Design imem_loader, sky130hd; sources not shown.
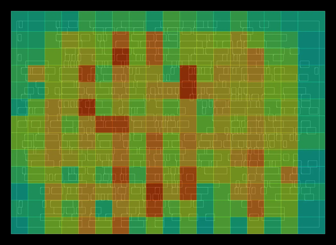
Fig. 1. Routing congestion.
GRT Util Overall: 18.1%
Layout Utilization: 50.9%

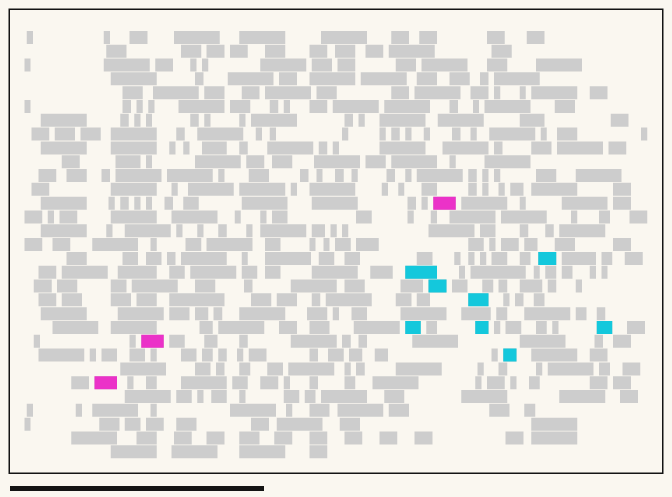
Fig. 2. Logic cells by family.
Bar = 50 um.
colour	family	cells
cyan	AND-OR and OR-AND gates	8
magenta	adder and majority cells	3
logic share of the area: 33.9%
most frequent logic cell in the layout: dfrtp_1

==> CHANGELOG.md <==
## Flow update

- Floorplan core area: 0.0104 mm2
- First-pass GRT wire length: around 16 mm
- Instance count of the mapped netlist: roughly 380
- Met2 wire len: 4.40 mm
- I/O Buffers: 56
- Met1 usage: 26.2%
- CTS root buf: clkbuf_16
- Row cnt: 31
- Setup-failing EPs final: 0
- Pins Over Slew Limit: 0
- Io pins: about 65
- Mux area share: about an eighth
- Largest net degree at the start of global routing: approximately 55
- Combinational share of power: between 30% and 40%
- Max reg flops: 32
- CTS max path bufs: 2
- Post-DRT Antenna Nets: 0
- And+or+nand+nor area frac: approximately an eighth
- Status: finished clean
- Setup tns final: 0 ns
- Die Y: between 90 and 100 um
- Clk pwr: a little over 0.8 mW
- Critical-path top delay cell: dfrtp_1
- Post-Synth XOR/XNOR Area: 5.86%
- CTS buffer count: 9
- Post-DP Area: about 0.005 mm2
- Area grow syn2layout: 22.7%
- Top power group: combinational logic
- Buf/Inv on CP: 2
- Commonest flop: dfrtp_1
- Part of the cycle the worst path needs: between 50 and 60%
- Post-synth ARST share: 100%
- Synth top area share: 55.4%
- Die width: about 130 um
- Count leader, synth: dfrtp_1
Power figures rest on the tool's default switching activity, not on a simulated workload.
